--- src/rtl/bitstream_pkg.sv ---
// rtl/bitstream_pkg.sv - shared FSM state type, input clamp default and clamp helper
package bitstream_pkg;

    localparam int MAX_VAL_DEFAULT = 256;

    typedef enum logic [2:0] {
        IDLE,
        SETTLE,
        RUN,
        CAPTURE,
        HOLD
    } state_t;

    // Saturate an input word into the range the bitstream encoders can represent.
    function automatic int clamp(input int value, input int max_val);
        int result;
        result = value;
        if (value < 0) begin
            result = 0;
        end else if (value > max_val) begin
            result = max_val;
        end
        return result;
    endfunction

endpackage

--- src/rtl/argmax_unit.sv ---
// rtl/argmax_unit.sv - combinational argmax over the integrator results, ties to lowest index
module argmax_unit #(
    parameter int N  = 3,
    parameter int IW = (N > 1) ? $clog2(N) : 1
) (
    input  int               i_data [0:N-1],
    output logic [IW-1:0]    o_idx
);

    int w_best;

    always_comb begin
        w_best = i_data[0];
        o_idx  = '0;
        // Strict compare keeps the earliest index on equal values.
        for (int i = 1; i < N; i++) begin
            if (i_data[i] > w_best) begin
                w_best = i_data[i];
                o_idx  = IW'(i);
            end
        end
    end

endmodule

--- src/rtl/inference_ctrl.sv ---
// rtl/inference_ctrl.sv - loads inputs, times settle/integration window, captures results
// Optional argmax classification of the captured results under INFERENCE_CTRL_ARGMAX_EN.
module inference_ctrl
    import bitstream_pkg::*;
#(
    parameter int INPUT_SIZE    = 4,
    parameter int OUTPUT_SIZE   = 3,
    parameter int SETTLE_CYCLES = 8,
    parameter int WINDOW        = 256,
    parameter int MAX_VAL       = MAX_VAL_DEFAULT
) (
    input  logic                           clk,
    input  logic                           n_rst,
    input  logic                           in_valid,
    output logic                           in_ready,
    input  int                             in_data,
    output int                             net_input  [0:INPUT_SIZE-1],
    output logic                           net_compute,
    input  int                             net_output [0:OUTPUT_SIZE-1],
    output logic                           res_valid,
    input  logic                           res_ready,
    output int                             res_data   [0:OUTPUT_SIZE-1],
    output logic [$clog2(OUTPUT_SIZE)-1:0] res_class,
    output logic                           busy
);

    localparam int IDX_W = (INPUT_SIZE > 1) ? $clog2(INPUT_SIZE) : 1;
    localparam int CNT_W = $clog2(WINDOW + SETTLE_CYCLES + 1);
    localparam int CLS_W = $clog2(OUTPUT_SIZE);

    // Counter value during cycle c (last handshake = cycle 0) is c-1.
    localparam logic [CNT_W-1:0] SETTLE_END = CNT_W'(SETTLE_CYCLES - 1);
    localparam logic [CNT_W-1:0] RUN_START  = CNT_W'(SETTLE_CYCLES);
    localparam logic [CNT_W-1:0] RUN_END    = CNT_W'(SETTLE_CYCLES + WINDOW - 1);

    state_t             r_state;
    state_t             w_next;
    logic [IDX_W-1:0]   r_idx;
    logic [CNT_W-1:0]   r_cnt;
    int                 r_net_input [0:INPUT_SIZE-1];
    int                 r_res_data  [0:OUTPUT_SIZE-1];
    logic               w_accept;
    logic               w_last;

    assign w_accept  = in_valid && (r_state == IDLE);
    assign w_last    = w_accept && (r_idx == IDX_W'(INPUT_SIZE - 1));
    assign net_input = r_net_input;
    assign res_data  = r_res_data;

    always_comb begin
        w_next      = r_state;
        in_ready    = 1'b0;
        net_compute = 1'b0;
        res_valid   = 1'b0;
        busy        = 1'b1;
        case (r_state)
            IDLE: begin
                in_ready = 1'b1;
                busy     = 1'b0;
                if (w_last) begin
                    w_next = (SETTLE_CYCLES == 0) ? RUN : SETTLE;
                end
            end
            SETTLE: begin
                if (r_cnt == SETTLE_END) begin
                    w_next = RUN;
                end
            end
            RUN: begin
                net_compute = (r_cnt == RUN_START);
                if (r_cnt == RUN_END) begin
                    w_next = CAPTURE;
                end
            end
            CAPTURE: begin
                net_compute = 1'b1;
                w_next      = HOLD;
            end
            HOLD: begin
                res_valid = 1'b1;
                if (res_ready) begin
                    w_next = IDLE;
                end
            end
            default: w_next = IDLE;
        endcase
    end

    always_ff @(posedge clk or negedge n_rst) begin
        if (!n_rst) begin
            r_state <= IDLE;
            r_idx   <= '0;
            r_cnt   <= '0;
            for (int i = 0; i < INPUT_SIZE; i++) begin
                r_net_input[i] <= 0;
            end
            for (int i = 0; i < OUTPUT_SIZE; i++) begin
                r_res_data[i] <= 0;
            end
        end else begin
            r_state <= w_next;
            if (w_accept) begin
                r_net_input[r_idx] <= clamp(in_data, MAX_VAL);
                r_idx              <= w_last ? '0 : r_idx + IDX_W'(1);
            end
            // Stops at SETTLE_CYCLES+WINDOW, which the counter width holds without wrapping.
            if (w_last) begin
                r_cnt <= '0;
            end else if (r_state == SETTLE || r_state == RUN) begin
                r_cnt <= r_cnt + CNT_W'(1);
            end
            if (r_state == CAPTURE) begin
                for (int i = 0; i < OUTPUT_SIZE; i++) begin
                    r_res_data[i] <= net_output[i];
                end
            end
        end
    end

`ifdef INFERENCE_CTRL_ARGMAX_EN
    logic [CLS_W-1:0] w_argmax;
    logic [CLS_W-1:0] r_class;

    argmax_unit #(
        .N  (OUTPUT_SIZE),
        .IW (CLS_W)
    ) u_argmax (
        .i_data (net_output),
        .o_idx  (w_argmax)
    );

    always_ff @(posedge clk or negedge n_rst) begin
        if (!n_rst) begin
            r_class <= '0;
        end else if (r_state == CAPTURE) begin
            r_class <= w_argmax;
        end
    end

    assign res_class = r_class;
`else
    assign res_class = '0;
`endif

endmodule

--- config.mk ---
export PLATFORM = sky130hd
export DESIGN_NAME = inference_ctrl
export DESIGN_NICKNAME = d
export VERILOG_FILES = /design/src/rtl/bitstream_pkg.sv /design/src/rtl/argmax_unit.sv /design/src/rtl/inference_ctrl.sv
export SDC_FILE = /design/constraint.sdc
export NUM_CORES = 1
export LEC_CHECK = 0
export ABC_AREA = 1
export CORE_AREA = 2 2 156 158
export CTS_CLUSTER_DIAMETER = 60
export DETAILED_ROUTE_END_ITERATION = 6
export DIE_AREA = 0 0 158 160
export PLACE_DENSITY = 0.83
export SYNTH_ARGS = -nofsm -noshare
export SYNTH_HDL_FRONTEND = slang
export SYNTH_HIERARCHICAL = 1
export SYNTH_SLANG_ARGS = --single-unit
--- constraint.sdc ---
create_clock -name clk -period 1.5 [get_ports clk]
set_clock_uncertainty 0.15 [all_clocks]
set_input_delay 0.15 -clock clk [delete_from_list [all_inputs] [get_ports clk]]
set_output_delay 0.15 -clock clk [all_outputs]
set_load 0.005 [all_outputs]
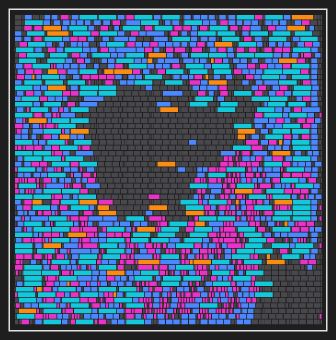
*Cell classes on the final placement, run 1*
(2 px per um) Fill, decap, tap and diode cells in gray.
magenta -> all other logic  # cells 559
blue -> other buffers and delay cells  # cells 540
orange -> clock drivers and dummy loads  # cells 49
cyan -> flip-flops  # cells 234
Layout Utilization: 70.40%
flop share of the area: 34.93%
Design Area, Final: 0.01677 mm^2

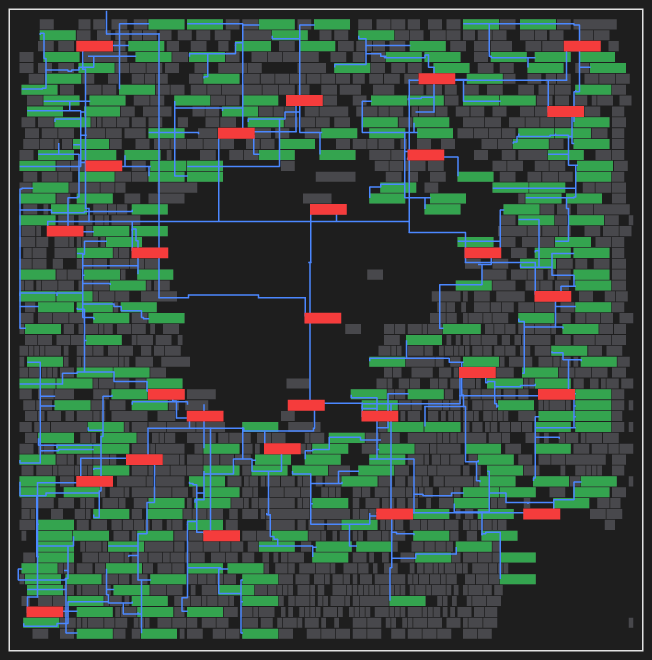
*Clock distribution, run 1*
(4 px per um)
green -> flip-flops  # count 234
blue -> clock wires  # length 3020 um
red -> cells driving clock nets  # count 27
flops lie = all over the die
routed clock nets = 28
clk ins delay skew pair: 0.52 ns
power share of the clock group: 28.2%
clock-net power: 6770 uW

==> impl_metrics.yaml, run 1 <==
# synthesis and place-and-route metrics
run_status:
  outcome: "finished with violations"
  violations: "negative hold slack, negative setup slack"
sta:
  setup_ws_ns: -0.4640
  maxSlewHeadroom_pct: 65.61
  hold_ws_ns: -0.03652
  setup_violations: 245
  final_hold_viol_count: 21
  finalClockPeriodUsage_pct: 130.9
place:
  dp.cells: 1538
  port_buffers: 355
  placed_area_mm2: 0.01347
global_route:
  grt_max_degree: 57
  overflow: 0
  antenna_found_initial: 1
  grt_pass1_vias: 8213
critical_path:
  cp-end-kind: "output port"
  crit_buf_inv: 1
  r2r-end: "net_input[36]$_DFFE_PN0P_"
  reg2regPathDepth: 10
  start_kind: "flop"
  arrival_ns: 1.66
  path_depth: 4
synth:
  ys_chip_area_mm2: 0.009026
  yosysTopAreaCellShare_pct: 64.87
  ys_cells: 818
  async_reset_ff_share_pct: 100.0
  synth-edff-count: 0
  syn_inst: 818
finish:
  final_nets: 1500
  syn_to_final_growth_pct: 85.79
detailed_routing:
  first_iter_violations: 384
  wl_per_cell_um: 19.28
  ant_nets: 0
  route.detailed.drc: 0
  finalWirelength_mm: 32.91
clocking:
  cts-root-buf: "clkbuf_16"
  cts_tree: "yes"
  cts_buffer_depth: 3
power:
  swShare_pct: 29.90
  p_sw_uw: 7168
floorplan:
  rows: 57
worst_hold_path:
  min-delay-path-class: "primary input to asynchronous set/reset pin"
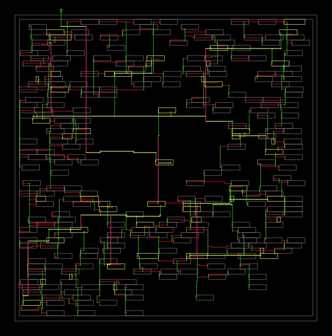
*Clock routing, run 1*
Sink Count: 234
clock buf count: 34
cts bufs inserted: 27

run 1: cells in the final DEF, fill, tap and decap left out, types with 7 or more instances in the layout:
cell type	count
clkbuf_2	8
nand3_2	10
buf_6	27
inv_2	79
clkbuf_16	35
clkdlybuf4s15_1	129
buf_12	21
mux2_2	91
buf_4	114
dfrtp_1	233
o21ai_2	7
dlygate4sd2_1	83
inv_1	52
buf_8	10
nand2_2	56
clkinv_2	8
clkdlybuf4s50_1	130
nand2_1	60
nand3_1	33
nor2_1	25
nand2_4	83
run 1: kinds of logic after synthesis:
group | Yosys count | synth area share [%]
AOI/OAI and AO/OA | 19 | 1.150
xor gates and xnor gates | 3 | 0.2912
adders and majority gates | 6 | 0.8317
buffers and inverters | 169 | 7.638
DFF | 234 | 64.87
muxes | 96 | 11.98
other | 1 | 0.04155
and+or+nand+nor | 290 | 13.20
run 1: timing repair:
item | in CTS | in global routing
cloned | 11 | 10
buffers inserted | 47 | 59
resized | 445 | 384
hold endpoints to repair | 234 | 21
endpoints found under the setup margin | 447 | 332
pin swaps | 28 | 35
run 1: cell type report:
type | instances | share of cell area [%]
antenna | 1 | 0.01492
clock buffer | 34 | 4.484
clock inverter | 15 | 1.030
inverter | 137 | 3.320
multi-input combinational | 421 | 20.97
sequential | 234 | 34.93
tap | 324 | 2.417
timing repair buffer | 540 | 32.74
timing repair inverter | 1 | 0.09699
run 1: flip-flops by register name (all words and copies together), names as in the netlist:
| name | cells |
|---|---|
| net_input | 124 |
| r_state | 3 |
| r_idx | 2 |
| res_data | 96 |
| r_cnt | 9 |
run 1: layer usage:
layer / global-route usage, % / share of wire, % / vias up
met5: 0 / 0 / -
met4: 8.681 / 3.9 / 0
met3: 5.183 / 6.0 / 89
met2: 39.45 / 54 / 308
met1: 25.91 / 36 / 4030
li1: - / - / 3635
## Run 2: what changed since run 1
--- a/config.mk
+++ b/config.mk
@@ -6,6 +6,7 @@
 export NUM_CORES = 1
 export LEC_CHECK = 0
 export ABC_AREA = 1
+export CAP_MARGIN = 25
 export CORE_AREA = 2 2 156 158
 export CTS_CLUSTER_DIAMETER = 60
 export DETAILED_ROUTE_END_ITERATION = 6
==> run 2 against run 1 <==
  * The flow still finishes with violations (negative hold slack, negative setup slack)
  * Die area unchanged
  * Worst hold slack unchanged
  * Critical path depth unchanged
  * Via count unchanged
  * Clock power about the same
  * Maximum frequency unchanged
  * Synthesized cell count unchanged
  * Utilization unchanged
  * Critical path type unchanged
  * Critical endpoint unchanged
  * Highest routed layer unchanged
==> impl_metrics.yaml, run 2 <==
# synthesis and place-and-route metrics
run_status:
  outcome: "finished with violations"
  violations: "negative hold slack, negative setup slack"
clocking:
  cts_made_buffers: 27
  cts_buffer_depth: 3
  clk_latency_ns: 0.52
  cts-root-buf: "clkbuf_16"
  cts_resized: 445
  post-cts-setup-buffers: 47
  cts_tree: "yes"
  clock_sinks: 234
synth:
  yosysTopAreaCellShare_pct: 64.87
  flop_cell: "dfrtp_1"
  ys.warnings.count: 6
  syn_inst: 818
  ys_chip_area_mm2: 0.009026
  async_reset_ff_share_pct: 100.0
  top_area_cell: "dfrtp_1"
  synth_area_mm2: 0.009026
  ys_cells: 818
  synth-edff-count: 0
power:
  clk-power_uw: 6770
  top_power_group: "sequential cells"
  p_sw_uw: 7168
  swShare_pct: 29.90
  p_leak_uw: 0.008653
  clkPwrFrac_pct: 28.2
detailed_routing:
  wl_met2_mm: 17.71
  routed.top_layer: "met4"
  ant_nets: 0
  first_iter_violations: 384
  drt-pass1-iter-count: 5
  route.detailed.drc: 0
  wl_per_cell_um: 19.28
  wl_met1_mm: 11.94
  met3WireLength_mm: 1.971
finish:
  comb_share_pct: 20.97
  nonClockBufferCount: 540
  diodes: 1
  largest_class: "registers"
  final_nets: 1500
  seq_cells: 234
  finish.instance_area_mm2: 0.01677
  layout_top_cells: "dfrtp_1 (233), clkdlybuf4s50_1 (130), clkdlybuf4s15_1 (129)"
  logic_gate_count: 421
  buffer_area_share_pct: 32.74
  clkCellAreaFrac_pct: 5.514
  sh_seq_area_pct: 34.93
  nClkBuffers: 34
  largest_register_ffs: 124
  mostFrequentLayoutCell: "dfrtp_1"
  inverters: 138
  syn_to_final_growth_pct: 85.79
sta:
  maxSlewHeadroom_pct: 65.61
  hold_ws_ns: -0.03652
  finalClockPeriodUsage_pct: 130.9
  drv_slew: 0
  setup_violations: 245
  setup_ws_ns: -0.4640
  final_hold_viol_count: 21
floorplan:
  die_w_um: 158
  fp_util_pct: 37.89
  tapCellCount: 324
worst_hold_path:
  min-delay-path-class: "primary input to asynchronous set/reset pin"
place:
  placed_area_mm2: 0.01347
  port_buffers: 355
critical_path:
  cp-end-kind: "output port"
  crit_buf_inv: 1
  arrival_ns: 1.66
  start_kind: "flop"
global_route:
  overflow: 0
  grtUsageMet3_pct: 5.183
  grt_max_degree: 57
  grt_pass1_vias: 8213
  antenna_found_initial: 1
  use_met1_pct: 25.91
  busiest_layer: "met2"
  grt_pass1_wl_mm: 44.04
==> run 2: cell counts in the layout (fill, tap and decap cells not counted) <==
No cell type changed its count.
==> run 2: per-stage QoR <==
| step | hold slack, ns | cells | util [%] | total power, uW | setup WS [ns] |
|---|---|---|---|---|---|
| final | -0.03652 | 1707 | 70.40 | 23980 | -0.4640 |
| after global routing | -0.03197 | 1707 | 70.40 | 25020 | -0.5313 |
| after CTS | -0.02217 | 1648 | 64.30 | 22690 | -0.4624 |
| after detailed placement | -0.07599 | 1538 | 56.53 | 15800 | -0.3939 |
| after global placement | -0.07947 | 1538 | 56.53 | 15510 | -0.3661 |
| after floorplan | -0.2956 | 823 | - | 11150 | -0.1189 |
==> run 2: final timing paths <==
check	endpoint	depth (start not counted)	start	slack, ns
max in group asynchronous	r_idx[1]$_DFFE_PN0P_	3	n_rst	0.04
setup / recovery	net_compute	4	r_cnt[4]$_DFFE_PN0P_	-0.46
hold reg to reg	net_input[111]$_DFFE_PN0P_	2	net_input[111]$_DFFE_PN0P_	0.33
setup reg to reg	net_input[36]$_DFFE_PN0P_	10	r_state[2]$_DFFE_PN0P_	-0.43
min in group clk	res_data[95]$_DFFE_PN0P_	2	net_output[95]	0.09
hold / removal	net_input[71]$_DFFE_PN0P_	2	n_rst	-0.04
==> run 2: cells by family (layout without fill, tap and decap cells) <==
family | after synthesis | count (layout) | synth area share (%)
compound gates | 19 | 19 | 1.150
xor+xnor | 3 | 3 | 0.2912
flops | 234 | 234 | 64.87
simple gates | 290 | 291 | 13.20
mux | 96 | 96 | 11.98
buf+inv | 169 | 727 | 7.638
fa+ha+maj | 6 | 6 | 0.8317
other cells | 1 | 7 | 0.04155
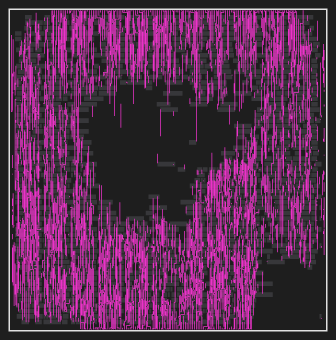
*The metal 2 layer, run 2*
(2 px per um) Cells faint in the background.
main direction = vertical
longest straight run = 64.8 um
share of all routed wire = 54%
M2 GR Usage: 39.45%
routed vias: 8062
Post-Route WL: 32.91 mm

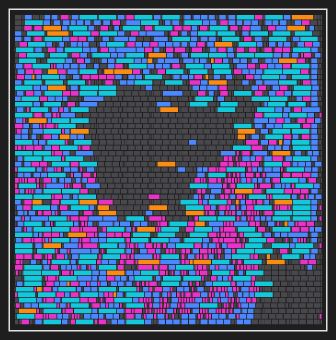
*Cell classes on the final placement, run 2*
(2 px per um) Fill, decap, tap and diode cells in gray.
blue -> other buffers and delay cells  # cells 540
orange -> clock drivers and dummy loads  # cells 49
magenta -> all other logic  # cells 559
cyan -> flip-flops  # cells 234
FP Rows: 57
Core Box Area: 0.02382 mm^2

Power and IR drop assume default switching activity.
